### src/rtl/friscv_axil_pkg.sv
// Shared definitions for the AXI4-lite RAM front-end: response codes,
// controller state encoding and the byte-to-word address offset helper.
package friscv_axil_pkg;

  localparam logic [1:0] AXI_OKAY   = 2'b00;
  localparam logic [1:0] AXI_SLVERR = 2'b10;
  localparam logic [1:0] AXI_DECERR = 2'b11;

  typedef enum logic [2:0] {
    IDLE,
    WR,
    WR_RESP,
    RD,
    RD_WAIT,
    RD_RESP
  } axil_state_e;

  // Number of byte-offset bits dropped to form a word address
  function automatic int unsigned word_offset(input int unsigned data_width);
    return $clog2(data_width / 8);
  endfunction

endpackage

### src/rtl/friscv_axil_ram_arb.sv
// Two-requester arbiter with alternating priority; the pointer flips on
// every granted transaction so contended traffic strictly alternates.
module friscv_axil_ram_arb (
  input  logic aclk,
  input  logic arst,
  input  logic wr_req,
  input  logic rd_req,
  input  logic take,
  output logic wr_gnt_c,
  output logic rd_gnt_c
);

  logic wr_prio;

  always_ff @(posedge aclk or posedge arst) begin
    if (arst) begin
      wr_prio <= 1'b1;
    end else if (take) begin
      wr_prio <= ~wr_prio;
    end
  end

  assign wr_gnt_c = wr_req && (wr_prio || !rd_req);
  assign rd_gnt_c = rd_req && (!wr_prio || !wr_req);

endmodule

### src/rtl/friscv_axil_ram_ctrl.sv
// AXI4-lite slave driving one port of a byte-enable RAM, one transaction at a time.
// Define FRISCV_AXIL_RAM_DECERR_EN to reject out-of-range addresses with DECERR.
module friscv_axil_ram_ctrl
  import friscv_axil_pkg::*;
#(
  parameter int unsigned ADDR_WIDTH = 8,
  parameter int unsigned DATA_WIDTH = 32,
  parameter int unsigned AXI_ADDR_W = 16,
  parameter int unsigned RD_LATENCY = 0
) (
  input  logic                    aclk,
  input  logic                    arst,
  input  logic                    awvalid,
  output logic                    awready,
  input  logic [AXI_ADDR_W-1:0]   awaddr,
  input  logic                    wvalid,
  output logic                    wready,
  input  logic [DATA_WIDTH-1:0]   wdata,
  input  logic [DATA_WIDTH/8-1:0] wstrb,
  output logic                    bvalid,
  input  logic                    bready,
  output logic [1:0]              bresp,
  input  logic                    arvalid,
  output logic                    arready,
  input  logic [AXI_ADDR_W-1:0]   araddr,
  output logic                    rvalid,
  input  logic                    rready,
  output logic [DATA_WIDTH-1:0]   rdata,
  output logic [1:0]              rresp,
  output logic                    ram_wren,
  output logic [DATA_WIDTH/8-1:0] ram_wbe,
  output logic [ADDR_WIDTH-1:0]   ram_addr,
  output logic [DATA_WIDTH-1:0]   ram_wdata,
  input  logic [DATA_WIDTH-1:0]   ram_rdata
);

  localparam int unsigned STRB_W = DATA_WIDTH / 8;
  localparam int unsigned OFF    = word_offset(DATA_WIDTH);
  localparam int unsigned HI     = ADDR_WIDTH + OFF;

  axil_state_e             state_q, state_d;
  logic                    err_q, err_d;
  logic                    awready_d, wready_d, arready_d;
  logic                    bvalid_d, rvalid_d, ram_wren_d;
  logic [1:0]              bresp_d, rresp_d;
  logic [DATA_WIDTH-1:0]   rdata_d, ram_wdata_d;
  logic [STRB_W-1:0]       ram_wbe_d;
  logic [ADDR_WIDTH-1:0]   ram_addr_d;
  logic                    take, rd_cap;
  logic                    wr_gnt_c, rd_gnt_c;
  logic                    aw_err_c, ar_err_c;
  logic [ADDR_WIDTH-1:0]   aw_word_c, ar_word_c;
  logic                    unused_addr;

  assign aw_word_c = awaddr[HI-1:OFF];
  assign ar_word_c = araddr[HI-1:OFF];

`ifdef FRISCV_AXIL_RAM_DECERR_EN
  assign aw_err_c = (awaddr >> HI) != '0;
  assign ar_err_c = (araddr >> HI) != '0;
`else
  assign aw_err_c = 1'b0;
  assign ar_err_c = 1'b0;
`endif

  // Byte-offset bits (and upper bits when aliasing) are intentionally dropped
  assign unused_addr = ^{awaddr, araddr};

  friscv_axil_ram_arb u_arb (
    .aclk     (aclk),
    .arst     (arst),
    .wr_req   (awvalid && wvalid),
    .rd_req   (arvalid),
    .take     (take),
    .wr_gnt_c (wr_gnt_c),
    .rd_gnt_c (rd_gnt_c)
  );

  // Next-state and next-output logic; readies are raised one cycle after the grant
  always_comb begin
    state_d     = state_q;
    err_d       = err_q;
    take        = 1'b0;
    rd_cap      = 1'b0;
    awready_d   = 1'b0;
    wready_d    = 1'b0;
    arready_d   = 1'b0;
    bvalid_d    = bvalid;
    bresp_d     = bresp;
    rvalid_d    = rvalid;
    rdata_d     = rdata;
    rresp_d     = rresp;
    ram_wren_d  = 1'b0;
    ram_wbe_d   = '0;
    ram_addr_d  = ram_addr;
    ram_wdata_d = ram_wdata;

    unique case (state_q)
      IDLE: begin
        if (awready && awvalid && wvalid) begin
          err_d       = aw_err_c;
          ram_addr_d  = aw_word_c;
          ram_wdata_d = wdata;
          ram_wren_d  = !aw_err_c;
          ram_wbe_d   = aw_err_c ? '0 : wstrb;
          state_d     = WR;
        end else if (arready && arvalid) begin
          err_d      = ar_err_c;
          ram_addr_d = ar_word_c;
          state_d    = RD;
        end else begin
          awready_d = wr_gnt_c;
          wready_d  = wr_gnt_c;
          arready_d = rd_gnt_c;
          take      = wr_gnt_c || rd_gnt_c;
        end
      end
      WR: begin
        bvalid_d = 1'b1;
        bresp_d  = err_q ? AXI_DECERR : AXI_OKAY;
        state_d  = WR_RESP;
      end
      WR_RESP: begin
        if (bready) begin
          bvalid_d = 1'b0;
          bresp_d  = AXI_OKAY;
          state_d  = IDLE;
        end
      end
      RD: begin
        if (RD_LATENCY == 0) begin
          rd_cap  = 1'b1;
          state_d = RD_RESP;
        end else begin
          state_d = RD_WAIT;
        end
      end
      RD_WAIT: begin
        rd_cap  = 1'b1;
        state_d = RD_RESP;
      end
      RD_RESP: begin
        if (rready) begin
          rvalid_d = 1'b0;
          rresp_d  = AXI_OKAY;
          state_d  = IDLE;
        end
      end
      default: state_d = IDLE;
    endcase

    if (rd_cap) begin
      rvalid_d = 1'b1;
      rdata_d  = err_q ? '0 : ram_rdata;
      rresp_d  = err_q ? AXI_DECERR : AXI_OKAY;
    end
  end

  always_ff @(posedge aclk or posedge arst) begin
    if (arst) begin
      state_q   <= IDLE;
      err_q     <= 1'b0;
      awready   <= 1'b0;
      wready    <= 1'b0;
      arready   <= 1'b0;
      bvalid    <= 1'b0;
      bresp     <= AXI_OKAY;
      rvalid    <= 1'b0;
      rdata     <= '0;
      rresp     <= AXI_OKAY;
      ram_wren  <= 1'b0;
      ram_wbe   <= '0;
      ram_addr  <= '0;
      ram_wdata <= '0;
    end else begin
      state_q   <= state_d;
      err_q     <= err_d;
      awready   <= awready_d;
      wready    <= wready_d;
      arready   <= arready_d;
      bvalid    <= bvalid_d;
      bresp     <= bresp_d;
      rvalid    <= rvalid_d;
      rdata     <= rdata_d;
      rresp     <= rresp_d;
      ram_wren  <= ram_wren_d;
      ram_wbe   <= ram_wbe_d;
      ram_addr  <= ram_addr_d;
      ram_wdata <= ram_wdata_d;
    end
  end

endmodule

### config.mk
export PLATFORM = sky130hd
export DESIGN_NAME = friscv_axil_ram_ctrl
export DESIGN_NICKNAME = d
export VERILOG_FILES = /design/src/rtl/friscv_axil_pkg.sv /design/src/rtl/friscv_axil_ram_arb.sv /design/src/rtl/friscv_axil_ram_ctrl.sv
export SDC_FILE = /design/constraint.sdc
export NUM_CORES = 1
export LEC_CHECK = 0
export CORE_MARGIN = 2
export CORE_UTILIZATION = 39
export DETAILED_ROUTE_END_ITERATION = 16
export PLACE_DENSITY = 0.81
export SLEW_MARGIN = 10
export SYNTH_ARGS = -nofsm -noshare
export SYNTH_HDL_FRONTEND = slang
export SYNTH_HIERARCHICAL = 1
export SYNTH_SLANG_ARGS = --single-unit
### constraint.sdc
create_clock -name aclk -period 3.6 [get_ports aclk]
set_input_delay 0.9 -clock aclk [delete_from_list [all_inputs] [get_ports aclk]]
set_output_delay 0.9 -clock aclk [all_outputs]
set_load 0.02 [all_outputs]
**Clock wiring as the flow saved it**

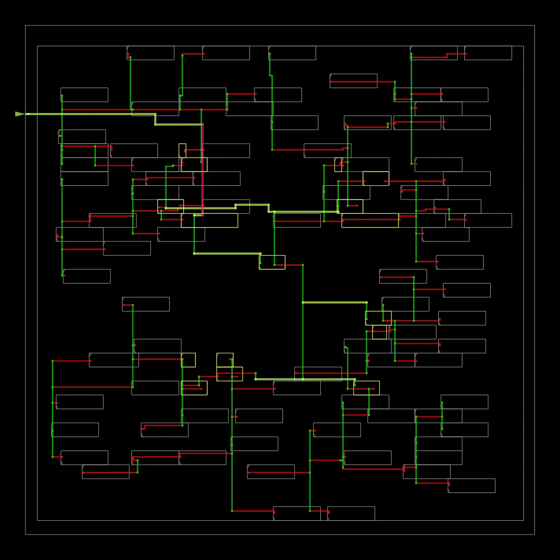
clock tree buffer count of the final layout: 11
clock network power consumption: 734 uW
Latency at later pin: 0.34 ns

==> flow_summary.html <==
<h2>Synthesis and place &amp; route</h2>
<table>
<tr><th>Metric</th><th>Value</th></tr>
<tr><th colspan="2">Outcome</th></tr>
<tr><td>Result of the run</td><td>finished clean</td></tr>
<tr><th colspan="2">Drt</th></tr>
<tr><td>Via count</td><td>2393</td></tr>
<tr><td>DRC violation count after routing</td><td>0</td></tr>
<tr><td>Via-to-Cell Ratio</td><td>4.69</td></tr>
<tr><td>WL/cell</td><td>16.2 um</td></tr>
<tr><td>Total Wirelength</td><td>8270 um</td></tr>
<tr><td>Remaining antenna violation count after routing</td><td>0</td></tr>
<tr><td>Number of DRC markers in iteration 0</td><td>50</td></tr>
<tr><td>Met3 Routed Length</td><td>529 um</td></tr>
<tr><td>First-pass detailed-route iteration total</td><td>4</td></tr>
<tr><td>Routed met2 length</td><td>4360 um</td></tr>
<tr><th colspan="2">Logic synthesis</th></tr>
<tr><td>Count of flip-flops with a built-in enable after synthesis</td><td>0</td></tr>
<tr><td>Tally of unique sky130hd cells used after synthesis</td><td>34</td></tr>
<tr><td>Dominant flop cell</td><td>sky130_fd_sc_hd__dfrtp_1</td></tr>
<tr><td>Total cell area reported by yosys after synthesis</td><td>0.00353 sq mm</td></tr>
<tr><td>Share of the synthesized netlist area taken by xor and xnor gates</td><td>0.248%</td></tr>
<tr><td>Library cell with the highest instance count after synthesis</td><td>sky130_fd_sc_hd__dfrtp_1</td></tr>
<tr><td>Fraction of registers with async set/reset</td><td>100%</td></tr>
<tr><td>Multiplexer share of the synthesized area</td><td>28.1%</td></tr>
<tr><td>Number of cells in Yosys stat</td><td>222</td></tr>
<tr><td>Total number of yosys warnings</td><td>6</td></tr>
<tr><td>Main logic family after synthesis</td><td>multiplexers</td></tr>
<tr><td>Area contributors post-synth</td><td>sky130_fd_sc_hd__dfrtp_1, sky130_fd_sc_hd__mux2_2, sky130_fd_sc_hd__mux2_4, sky130_fd_sc_hd__buf_4, sky130_fd_sc_hd__and2_1</td></tr>
<tr><td>Sequential fraction of the synthesis area</td><td>60.2%</td></tr>
<tr><td>Fa+ha+maj area frac</td><td>0%</td></tr>
<tr><th colspan="2">Timing</th></tr>
<tr><td>Min Clock Period, post-route</td><td>2.49 ns</td></tr>
<tr><td>Post-Route Skew</td><td>0.00915 ns</td></tr>
<tr><td>Unrepaired setup endpoints after global routing</td><td>false</td></tr>
<tr><td>Final Setup Violations</td><td>0</td></tr>
<tr><td>Share of the cycle needed by the critical path after routing</td><td>69.2%</td></tr>
<tr><td>Count of endpoints failing hold in the final timing report</td><td>0</td></tr>
<tr><td>Highest achievable clock rate</td><td>0.401 GHz</td></tr>
<tr><th colspan="2">Critical path</th></tr>
<tr><td>Capture point of the worst reg-to-reg path</td><td>rdata[21]</td></tr>
<tr><td>Startpoint of the worst setup timing path</td><td>wvalid</td></tr>
<tr><td>Worst reg2reg path startpoint</td><td>state_q[2]</td></tr>
<tr><td>Critical path capture point</td><td>ram_wdata[25]</td></tr>
<tr><td>Crit end category</td><td>flip-flop</td></tr>
<tr><td>Type of the worst setup path</td><td>primary input to flip-flop</td></tr>
<tr><td>Startpoint type of the worst setup path</td><td>primary input</td></tr>
<tr><td>Setup slack of the worst register-to-register path</td><td>1.40 ns</td></tr>
<tr><td>Cell depth of the worst flop-to-flop path</td><td>3</td></tr>
<tr><th colspan="2">Cells and area</th></tr>
<tr><td>Count of non-filler cells in the finished layout</td><td>510</td></tr>
<tr><td>Area Overhead vs Synth</td><td>56.8%</td></tr>
<tr><td>Core Util, Final</td><td>63.3%</td></tr>
<tr><td>Plain + repair buffers</td><td>175</td></tr>
<tr><td>Post-layout nets</td><td>504</td></tr>
<tr><td>Biggest regs</td><td>ram_wdata: 32 flops, rdata: 32 flops, ram_addr: 8 flops</td></tr>
<tr><td>Most used cells in the layout excluding fill and tap cells</td><td>sky130_fd_sc_hd__clkdlybuf4s50_1, sky130_fd_sc_hd__dfrtp_1, sky130_fd_sc_hd__mux2_2, sky130_fd_sc_hd__mux2_4, sky130_fd_sc_hd__clkbuf_8</td></tr>
<tr><td>Share of cell area taken by multi-input logic gates</td><td>23.2%</td></tr>
<tr><td>Relative area of non-clock buffer cells in the final design</td><td>31.9%</td></tr>
<tr><td>Design area</td><td>0.00554 sq mm</td></tr>
<tr><td>Fraction of layout cells with a size suffix above 1</td><td>26.1%</td></tr>
<tr><td>Layout filler cell count</td><td>687</td></tr>
<tr><th colspan="2">GRT</th></tr>
<tr><td>Via count of the first global-routing pass</td><td>2627</td></tr>
<tr><td>Grt met1 use</td><td>20.9%</td></tr>
<tr><td>Met3 layer usage reported by global route</td><td>4.85%</td></tr>
<tr><td>Initial antenna violation count</td><td>0</td></tr>
<tr><td>GRT overflow</td><td>0</td></tr>
<tr><td>First-pass GRT wire length</td><td>13200 um</td></tr>
<tr><th colspan="2">Power and ir drop</th></tr>
<tr><td>Portion of total power attributed to combinational logic</td><td>49.8%</td></tr>
<tr><td>Sequential group share of total power</td><td>34.9%</td></tr>
<tr><td>Highest-power group</td><td>combinational logic</td></tr>
<tr><td>Switching power</td><td>1.64 mW</td></tr>
<tr><td>Leakage</td><td>2.38 nW</td></tr>
<tr><td>Power dissipated in sequential cells</td><td>1.67 mW</td></tr>
<tr><td>Sw Ratio</td><td>34.3%</td></tr>
<tr><td>Power dissipated in combinational cells</td><td>2.39 mW</td></tr>
<tr><td>Power density relative to cell area</td><td>864 mW/mm^2</td></tr>
<tr><th colspan="2">Clock network</th></tr>
<tr><td>Hold buffer count at CTS</td><td>0</td></tr>
<tr><td>Clock tree from TritonCTS</td><td>yes</td></tr>
<tr><td>Clock-pin slew on the worst setup and hold paths</td><td>0.08 ns</td></tr>
<tr><td>H-tree levels</td><td>3</td></tr>
<tr><th colspan="2">Placed design</th></tr>
<tr><td>Port buffer count</td><td>172</td></tr>
<tr><td>Post-detailed-placement half-perimeter wirelength</td><td>6120 um</td></tr>
<tr><td>Post-Place Setup Slack</td><td>0.706 ns</td></tr>
<tr><th colspan="2">Floorplan</th></tr>
<tr><td>Die outline area</td><td>0.00984 sq mm</td></tr>
<tr><td>Floorplan core area</td><td>0.00876 sq mm</td></tr>
<tr><td>Die height</td><td>99.2 um</td></tr>
<tr><td>Row Count</td><td>34</td></tr>
<tr><td>I/O pin count</td><td>193</td></tr>
<tr><th colspan="2">Hold path</th></tr>
<tr><td>Start point of the worst min-delay path</td><td>rdata[18]</td></tr>
<tr><td>Hold worst-path end</td><td>rdata[18]</td></tr>
<tr><td>Worst hold-check path type</td><td>flip-flop to flip-flop</td></tr>
<tr><th colspan="2">Flow run</th></tr>
<tr><td>Number of max-cap violations</td><td>0</td></tr>
</table>
**Metal layers overlaid**

Scale bar: 20 um.
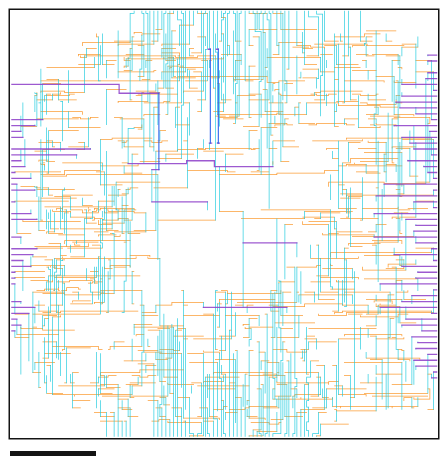
legend:
  cyan:
    layer: M2
    wire_length: 4360 um
  orange:
    layer: M1
    wire_length: 3320 um
  blue:
    layer: M4
    wire_length: 61.2 um
  purple:
    layer: M3
    wire_length: 530 um

Power is estimated from default activity; no workload was simulated.
